`config.mk`:
```
export PLATFORM = sky130hd
export DESIGN_NAME = mem_spi_target
export DESIGN_NICKNAME = d
export VERILOG_FILES = /design/src/rtl/mem_spi_target.sv
export SDC_FILE = /design/constraint.sdc
export NUM_CORES = 1
export LEC_CHECK = 0
export ABC_CLOCK_PERIOD_IN_PS = 2000
export CORE_MARGIN = 2
export CORE_UTILIZATION = 25
export DETAILED_ROUTE_END_ITERATION = 7
export SKIP_CTS_REPAIR_TIMING = 1
export SLEW_MARGIN = 20
export SYNTH_ARGS = -nofsm -noshare
export SYNTH_HDL_FRONTEND = slang
export SYNTH_SLANG_ARGS = --single-unit
```
`constraint.sdc`:
```
create_clock -name clk -period 2 [get_ports clk]
set_input_delay 0.2 -clock clk [delete_from_list [all_inputs] [get_ports clk]]
set_output_delay 0.2 -clock clk [all_outputs]
set_load 0.01 [all_outputs]
```
`src/rtl/mem_spi_target.sv`:
```
`default_nettype none
// ============================================================================
//  Module   : mem_spi_target
//  Purpose  : SPI (mode 3) memory target that bridges single and quad SPI
//             read/program/status commands onto a simple byte-wide
//             backing-memory port. It oversamples SCLK with the system clock.
//  Revision : 1.0 - initial release
// ----------------------------------------------------------------------------
//  Ports
//    clk             in   system clock (single domain)
//    rst_n           in   asynchronous active-low reset
//    in_sclk         in   SPI clock, idle high, synchronous to clk
//    in_cs_n         in   chip select, active low
//    in_io[3:0]      in   IO pins from initiator (io0 = DI in single mode)
//    out_io[3:0]     out  IO pins driven by target (io1 = DO in single mode)
//    io_ena[3:0]     out  per-pin output enable, 1 = target drives
//    out_mem_addr    out  backing-memory byte address
//    out_mem_rd_en   out  one-cycle read strobe, data taken in same cycle
//    in_mem_rd_data  in   zero-latency read data
//    out_mem_wr_en   out  one-cycle write strobe
//    out_mem_wr_data out  write data, valid with out_mem_wr_en
// ============================================================================
module mem_spi_target #(
    parameter int ADDR_W = 24
) (
    input  logic              clk,
    input  logic              rst_n,
    input  logic              in_sclk,
    input  logic              in_cs_n,
    input  logic [3:0]        in_io,
    output logic [3:0]        out_io,
    output logic [3:0]        io_ena,
    output logic [ADDR_W-1:0] out_mem_addr,
    output logic              out_mem_rd_en,
    input  logic [7:0]        in_mem_rd_data,
    output logic              out_mem_wr_en,
    output logic [7:0]        out_mem_wr_data
);

    localparam logic [7:0] c_op_read  = 8'h03;
    localparam logic [7:0] c_op_qread = 8'h6B;
    localparam logic [7:0] c_op_prog  = 8'h02;
    localparam logic [7:0] c_op_qprog = 8'h32;
    localparam logic [7:0] c_op_wren  = 8'h06;
    localparam logic [7:0] c_op_rdsr  = 8'h05;

    localparam logic [ADDR_W-1:0] c_addr_one = {{(ADDR_W-1){1'b0}}, 1'b1};

    typedef enum logic [2:0] {
        ST_IDLE    = 3'd0,
        ST_CMD     = 3'd1,
        ST_ADDR    = 3'd2,
        ST_DUMMY   = 3'd3,
        ST_RD_DATA = 3'd4,
        ST_WR_DATA = 3'd5,
        ST_STATUS  = 3'd6,
        ST_IGNORE  = 3'd7
    } state_t;

    state_t            state_q, state_d;
    logic              sclk_q;
    logic              cs_n_q;
    logic [4:0]        bit_cnt_q, bit_cnt_d;
    logic [3:0]        rise_cnt_q, rise_cnt_d;
    logic [22:0]       sr_q, sr_d;
    logic [7:0]        cmd_q, cmd_d;
    logic              quad_q, quad_d;
    logic [7:0]        tx_q, tx_d;
    logic [ADDR_W-1:0] addr_q, addr_d;
    logic              rd_en_q, rd_en_d;
    logic              wr_en_q, wr_en_d;
    logic [7:0]        wr_data_q, wr_data_d;
    logic [3:0]        io_q, io_d;
    logic [3:0]        ena_q, ena_d;
    logic              wel_q, wel_d;
    logic              wr_seen_q, wr_seen_d;

    logic              w_rise;
    logic              w_fall;
    logic              w_cs_fall;
    logic [23:0]       w_sr_bit;
    logic [22:0]       w_sr_nib;
    logic [7:0]        w_status;
    logic [ADDR_W-1:0] w_addr_in;

    assign w_rise    = in_sclk & ~sclk_q;
    assign w_fall    = ~in_sclk & sclk_q;
    assign w_cs_fall = cs_n_q & ~in_cs_n;
    assign w_sr_bit  = {sr_q, in_io[0]};
    assign w_sr_nib  = {sr_q[18:0], in_io};
    assign w_status  = {6'b000000, wel_q, 1'b0};

    // The wire always carries 24 address bits; keep only what the memory uses.
    generate
        if (ADDR_W <= 24) begin : g_addr_narrow
            assign w_addr_in = w_sr_bit[ADDR_W-1:0];
        end else begin : g_addr_wide
            assign w_addr_in = {{(ADDR_W-24){1'b0}}, w_sr_bit};
        end
    endgenerate

    always_comb begin
        state_d    = state_q;
        bit_cnt_d  = bit_cnt_q;
        rise_cnt_d = rise_cnt_q;
        sr_d       = sr_q;
        cmd_d      = cmd_q;
        quad_d     = quad_q;
        tx_d       = tx_q;
        addr_d     = addr_q;
        rd_en_d    = 1'b0;
        wr_en_d    = 1'b0;
        wr_data_d  = wr_data_q;
        io_d       = io_q;
        ena_d      = ena_q;
        wel_d      = wel_q;
        wr_seen_d  = wr_seen_q;

        // Prefetched byte is captured while the read strobe is presented.
        if (rd_en_q) begin
            tx_d = in_mem_rd_data;
        end
        // Advance within the 256-byte page once the write has been presented.
        if (wr_en_q) begin
            addr_d[7:0] = addr_q[7:0] + 8'd1;
        end

        if (in_cs_n) begin
            state_d = ST_IDLE;
            io_d    = 4'b0000;
            ena_d   = 4'b0000;
            // First cycle of CS high after a transaction: commit WEL changes.
            if (state_q != ST_IDLE) begin
                if ((cmd_q == c_op_wren) && (rise_cnt_q == 4'd8)) begin
                    wel_d = 1'b1;
                end
                if (wr_seen_q) begin
                    wel_d = 1'b0;
                end
            end
        end else begin
            if (w_rise && (state_q != ST_IDLE) && (rise_cnt_q != 4'hF)) begin
                rise_cnt_d = rise_cnt_q + 4'd1;
            end

            case (state_q)
                ST_IDLE: begin
                    if (w_cs_fall) begin
                        state_d    = ST_CMD;
                        bit_cnt_d  = 5'd0;
                        rise_cnt_d = 4'd0;
                        sr_d       = 23'd0;
                        cmd_d      = 8'h00;
                        quad_d     = 1'b0;
                        wr_seen_d  = 1'b0;
                    end
                end

                ST_CMD: begin
                    if (w_rise) begin
                        sr_d      = w_sr_bit[22:0];
                        bit_cnt_d = bit_cnt_q + 5'd1;
                        if (bit_cnt_q == 5'd7) begin
                            bit_cnt_d = 5'd0;
                            cmd_d     = w_sr_bit[7:0];
                            case (w_sr_bit[7:0])
                                c_op_read: begin
                                    state_d = ST_ADDR;
                                    quad_d  = 1'b0;
                                end
                                c_op_qread: begin
                                    state_d = ST_ADDR;
                                    quad_d  = 1'b1;
                                end
                                c_op_prog: begin
                                    state_d = ST_ADDR;
                                    quad_d  = 1'b0;
                                end
                                c_op_qprog: begin
                                    state_d = ST_ADDR;
                                    quad_d  = 1'b1;
                                end
                                c_op_rdsr: begin
                                    state_d = ST_STATUS;
                                    tx_d    = w_status;
                                end
                                // Write-enable has no payload; it only needs
                                // its rise count checked at CS release.
                                default: state_d = ST_IGNORE;
                            endcase
                        end
                    end
                end

                ST_ADDR: begin
                    if (w_rise) begin
                        sr_d      = w_sr_bit[22:0];
                        bit_cnt_d = bit_cnt_q + 5'd1;
                        if (bit_cnt_q == 5'd23) begin
                            bit_cnt_d = 5'd0;
                            addr_d    = w_addr_in;
                            case (cmd_q)
                                c_op_read: begin
                                    state_d = ST_RD_DATA;
                                    rd_en_d = 1'b1;
                                end
                                c_op_qread: state_d = ST_DUMMY;
                                c_op_prog, c_op_qprog: begin
                                    state_d   = ST_WR_DATA;
                                    wr_seen_d = 1'b1;
                                end
                                default: state_d = ST_IGNORE;
                            endcase
                        end
                    end
                end

                ST_DUMMY: begin
                    if (w_rise) begin
                        bit_cnt_d = bit_cnt_q + 5'd1;
                        if (bit_cnt_q == 5'd7) begin
                            bit_cnt_d = 5'd0;
                            state_d   = ST_RD_DATA;
                            rd_en_d   = 1'b1;
                        end
                    end
                end

                ST_RD_DATA: begin
                    if (w_fall) begin
                        if (quad_q) begin
                            io_d  = tx_q[7:4];
                            ena_d = 4'b1111;
                            tx_d  = {tx_q[3:0], 4'b0000};
                        end else begin
                            io_d  = {2'b00, tx_q[7], 1'b0};
                            ena_d = 4'b0010;
                            tx_d  = {tx_q[6:0], 1'b0};
                        end
                    end
                    if (w_rise) begin
                        bit_cnt_d = bit_cnt_q + 5'd1;
                        if (bit_cnt_q == (quad_q ? 5'd1 : 5'd7)) begin
                            bit_cnt_d = 5'd0;
                            addr_d    = addr_q + c_addr_one;
                            rd_en_d   = 1'b1;
                        end
                    end
                end

                ST_WR_DATA: begin
                    if (w_rise) begin
                        bit_cnt_d = bit_cnt_q + 5'd1;
                        if (quad_q) begin
                            sr_d = w_sr_nib;
                            if (bit_cnt_q == 5'd1) begin
                                bit_cnt_d = 5'd0;
                                wr_en_d   = wel_q;
                                if (wel_q) begin
                                    wr_data_d = w_sr_nib[7:0];
                                end
                            end
                        end else begin
                            sr_d = w_sr_bit[22:0];
                            if (bit_cnt_q == 5'd7) begin
                                bit_cnt_d = 5'd0;
                                wr_en_d   = wel_q;
                                if (wel_q) begin
                                    wr_data_d = w_sr_bit[7:0];
                                end
                            end
                        end
                    end
                end

                ST_STATUS: begin
                    if (w_fall) begin
                        io_d  = {2'b00, tx_q[7], 1'b0};
                        ena_d = 4'b0010;
                        tx_d  = {tx_q[6:0], 1'b0};
                    end
                    if (w_rise) begin
                        bit_cnt_d = bit_cnt_q + 5'd1;
                        if (bit_cnt_q == 5'd7) begin
                            bit_cnt_d = 5'd0;
                            tx_d      = w_status;
                        end
                    end
                end

                ST_IGNORE: begin
                    state_d = ST_IGNORE;
                end

                default: state_d = ST_IDLE;
            endcase
        end
    end

    always_ff @(posedge clk or negedge rst_n) begin
        if (!rst_n) begin
            state_q    <= ST_IDLE;
            sclk_q     <= 1'b1;
            // Treat CS as already low so that a CS held low through reset
            // cannot start a transaction; a fresh high-then-low is needed.
            cs_n_q     <= 1'b0;
            bit_cnt_q  <= 5'd0;
            rise_cnt_q <= 4'd0;
            sr_q       <= 23'd0;
            cmd_q      <= 8'h00;
            quad_q     <= 1'b0;
            tx_q       <= 8'h00;
            addr_q     <= '0;
            rd_en_q    <= 1'b0;
            wr_en_q    <= 1'b0;
            wr_data_q  <= 8'h00;
            io_q       <= 4'b0000;
            ena_q      <= 4'b0000;
            wel_q      <= 1'b0;
            wr_seen_q  <= 1'b0;
        end else begin
            state_q    <= state_d;
            sclk_q     <= in_sclk;
            cs_n_q     <= in_cs_n;
            bit_cnt_q  <= bit_cnt_d;
            rise_cnt_q <= rise_cnt_d;
            sr_q       <= sr_d;
            cmd_q      <= cmd_d;
            quad_q     <= quad_d;
            tx_q       <= tx_d;
            addr_q     <= addr_d;
            rd_en_q    <= rd_en_d;
            wr_en_q    <= wr_en_d;
            wr_data_q  <= wr_data_d;
            io_q       <= io_d;
            ena_q      <= ena_d;
            wel_q      <= wel_d;
            wr_seen_q  <= wr_seen_d;
        end
    end

    assign out_io          = io_q;
    assign io_ena          = ena_q;
    assign out_mem_addr    = addr_q;
    assign out_mem_rd_en   = rd_en_q;
    assign out_mem_wr_en   = wr_en_q;
    assign out_mem_wr_data = wr_data_q;

endmodule
`default_nettype wire

```
Fig. 1: run 1, PDN straps and rails
Scale: 3 px per um. Pins as bars on the die edge. Tap cells in gray.
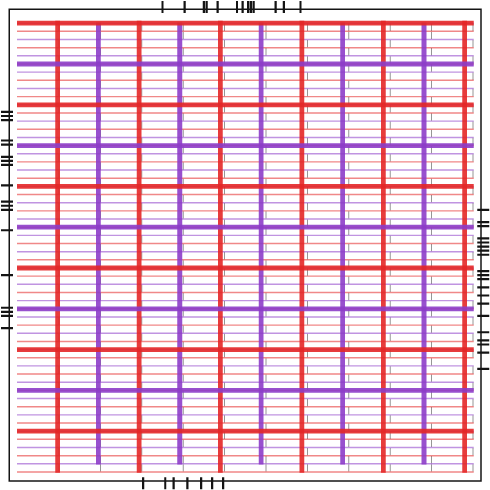
legend:
  purple:
    net: VDD
  red:
    net: VSS
rows: 55
met5 straps: 11
tap cells: 313
met1 rails: 56

Fig. 2: run 1, cells colored by class
Scale: 3 px per um. Fill, decap, tap and diode cells in gray.
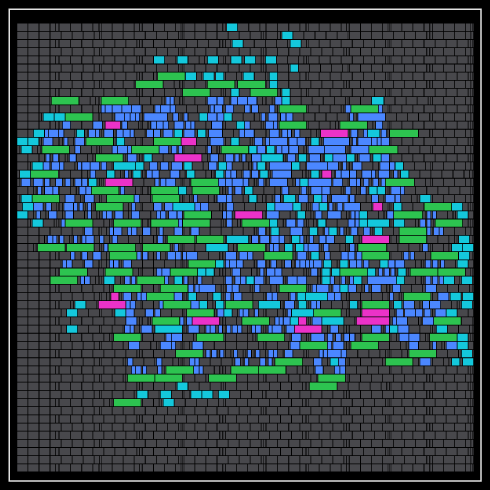
legend:
  cyan:
    class: remaining buffers and delay cells
    cells: 162
    share_of_their_area: 20%
  green:
    class: sequential cells
    cells: 96
    share_of_their_area: 32%
  blue:
    class: remaining logic cells
    cells: 511
    share_of_their_area: 44%
  magenta:
    class: clock drivers and dummy loads
    cells: 16
    share_of_their_area: 4.2%

Fig. 3: run 1, clock wires, drivers and flops
Scale: 2 px per um.
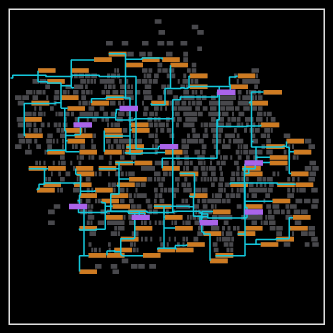
legend:
  purple:
    item: clock-net drivers
    count: 9
  orange:
    item: flip-flops
    count: 96
  cyan:
    item: clock wires
    length: 1,540 um
routed clock nets: 10

Fig. 4: run 1, signal wires by layer
Scale: 3 px per um.
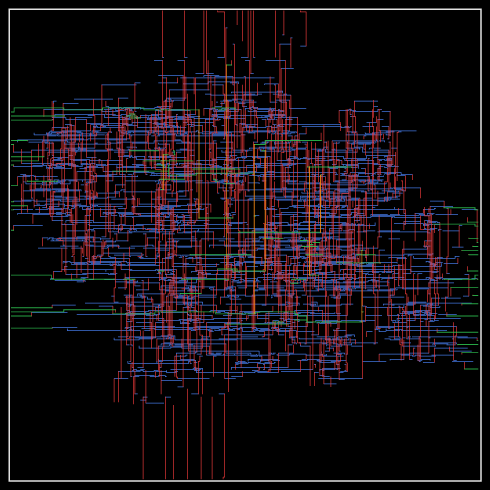
legend:
  red:
    layer: M2
    wire_length: 7,930 um
  blue:
    layer: M1
    wire_length: 8,340 um
  orange:
    layer: M4
    wire_length: 290 um
  green:
    layer: M3
    wire_length: 816 um

==> deck_impl_summary.md, run 1 <==
Implementation Results

Outcome
  • Run status: finished clean

Critical path
  • R2r startpoint: bit_cnt_q[1]$_DFFE_PN0P_
  • Critical path startpoint: bit_cnt_q[1]$_DFFE_PN0P_
  • Crit path launch type: flip-flop
  • CP max FO: 11
  • R2R depth: 8
  • Buffers and inverters on the worst path: 3
  • CP endpoint: out_mem_addr[18]$_DFFE_PN0P_
  • CP top delay family: AND-OR/OR-AND gates

Layout
  • Final-layout fill cell count: 2,348
  • Max reg flops: 24
  • Nonclk inv count: 22
  • Non-Clock Buffer Count: 162
  • Clkbuf count: 11
  • MI comb cells: 489
  • Num sequential: 96
  • Most instantiated logic cells after routing: 91 x buf_4, 90 x dfrtp_1, 75 x nand2_1

Placement
  • Placed Cells: 1,076
  • Port Buffers: 57
  • Gpl congestion: 0.8978

Synthesis
  • FF+latch count, synth: 96
  • Top cell type by instance count after synthesis: dfrtp_1
  • Synth top area share: 40.77%
  • EDFF count, synth: 0
  • Netlist cell types: 80
  • Commonest flop: dfrtp_1
  • Cell taking the most area after synthesis: dfrtp_1

Global routing
  • All-Layer GR Usage: 14.46%

Flow run
  • Tool warnings: 28

STA
  • Fin crit share: 97.05%
  • Sum Neg Setup Slack: 0 ns
  • Fmax achieved: 515.2 MHz
  • Endpoints failing hold: 0

Power
  • Net Sw Frac: 29.47%
  • Logic gate share of total power: 16.6%
  • Leak: 3.179 nW
  • Top pwr grp: registers

Floorplan
  • N_taps: 313
  • Starting Density: 25.60%
  • Die ar.: 24,560 um^2

Route
  • First-pass detailed-route iteration total: 5
  • DRT Wirelength: 17,380 um
  • Vias/cell: 4.956
  • Routed length on met3: 815 um
  • Drt initial violations: 424
==> run 1: kinds of logic after synthesis <==
kind of cell               Yosys count  synth area share, %
muxes                               20                3.433
DFF                                 96                41.22
adders and majority gates            5                1.073
buffers and inverters               70                5.772
xor gates and xnor gates             6               0.9013
and+or+nand+nor                    251                23.35
AOI/OAI and AO/OA                  207                24.25
==> run 1: metrics by stage <==
stage	hold slack (ns)	util (%)	setup slack [ns]	area, um^2
final	0.3347	34.78	0.05898	7923
after global routing	0.3781	34.78	-0.02985	7923
after CTS	-0.1948	33.84	-0.09541	7707
after detailed placement	0.1965	32.45	-0.1287	7392
after global placement	0.1886	32.45	-0.07985	7392
after floorplan	-0.09559	-	0.007262	5831
--- run 2 (diff from run 1) ---
HOLD_SLACK_MARGIN = 0.02   (was not set)
SLEW_MARGIN = not set   (was 20)
Fig. 5: run 2, PDN straps and rails
Scale: 3 px per um. Pins as bars on the die edge. Tap cells in gray.
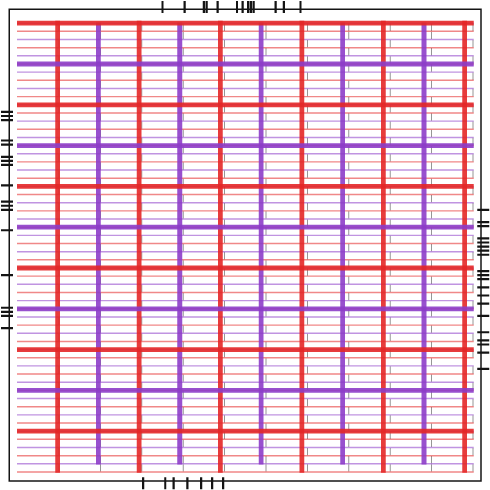
legend:
  purple:
    net: VDD
  red:
    net: VSS
met4 straps: 11
signal pins: 58
tap cells: 313
rows: 55
met5 straps: 11

Fig. 6: run 2, signal wires by layer
Scale: 3 px per um.
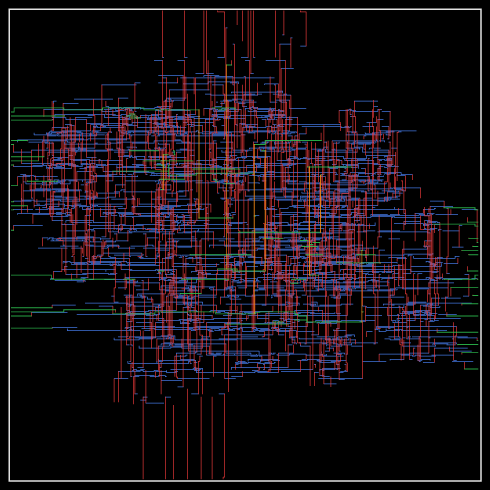
legend:
  green:
    layer: M3
    wire_length: 816 um
  orange:
    layer: M4
    wire_length: 290 um
  red:
    layer: M2
    wire_length: 7,930 um
  blue:
    layer: M1
    wire_length: 8,340 um

==> deck_impl_summary.md, run 2 <==
Implementation Results

Outcome
  • Run status: finished clean

STA
  • Fmax achieved: 515.2 MHz
  • Worst setup margin: 0.05898 ns
  • Sum Neg Setup Slack: 0 ns
  • Endpoints failing hold: 0
  • Hold slack final: 0.3347 ns

Critical path
  • R2r startpoint: bit_cnt_q[1]$_DFFE_PN0P_
  • R2R depth: 8
  • CP top delay family: AND-OR/OR-AND gates
  • Buffers and inverters on the worst path: 3
  • Crit path launch type: flip-flop

Layout
  • Clkbuf count: 11
  • Final Core Density: 34.78%
  • MI comb cells: 489
  • Max reg flops: 24
  • Num sequential: 96
  • Non-Clock Buffer Count: 162
  • Most instantiated logic cells after routing: 91 x buf_4, 90 x dfrtp_1, 75 x nand2_1

Synthesis
  • EDFF count, synth: 0
  • Top cell type by instance count after synthesis: dfrtp_1
  • Commonest flop: dfrtp_1
  • Synth top area share: 40.77%
  • FF+latch count, synth: 96
  • Cell taking the most area after synthesis: dfrtp_1
  • MUX area fraction: 3.433%
  • Logic family by area: AND-OR/OR-AND gates
  • Netlist cell types: 80

Floorplan
  • N_taps: 313
  • Starting Density: 25.60%

Route
  • Routed length on met3: 815 um
  • Vias/cell: 4.956
  • First-pass detailed-route iteration total: 5
  • DRT Wirelength: 17,380 um

Power
  • Logic gate share of total power: 16.6%
  • Net Sw Frac: 29.47%

Global routing
  • All-Layer GR Usage: 14.46%

Flow run
  • Tool warnings: 28

Placement
  • Gpl congestion: 0.8978
run 2: cell counts in the layout (fill, tap and decap cells not counted):
No cell type changed its count.
run 2: power groups by stage:
stage | clock, mW | sequential, mW | combinational [mW]
5_1_grt | 2.04 | 2.33 | 0.925
6_report | 1.87 | 2.30 | 0.831
2_1_floorplan | 0 | 2.25 | 0.475
3_3_place_gp | 0 | 2.33 | 0.797
3_5_place_dp | 0 | 2.33 | 0.813
4_1_cts | 1.93 | 2.29 | 0.817
run 2: per-stage QoR:
step / instances / instance area [um^2]
2_1_floorplan: 655 / 5831
3_3_place_gp: 1076 / 7392
3_5_place_dp: 1076 / 7392
4_1_cts: 1092 / 7707
5_1_grt: 1098 / 7923
6_report: 1098 / 7923
Power figures rest on the tool's default switching activity, not on a simulated workload.
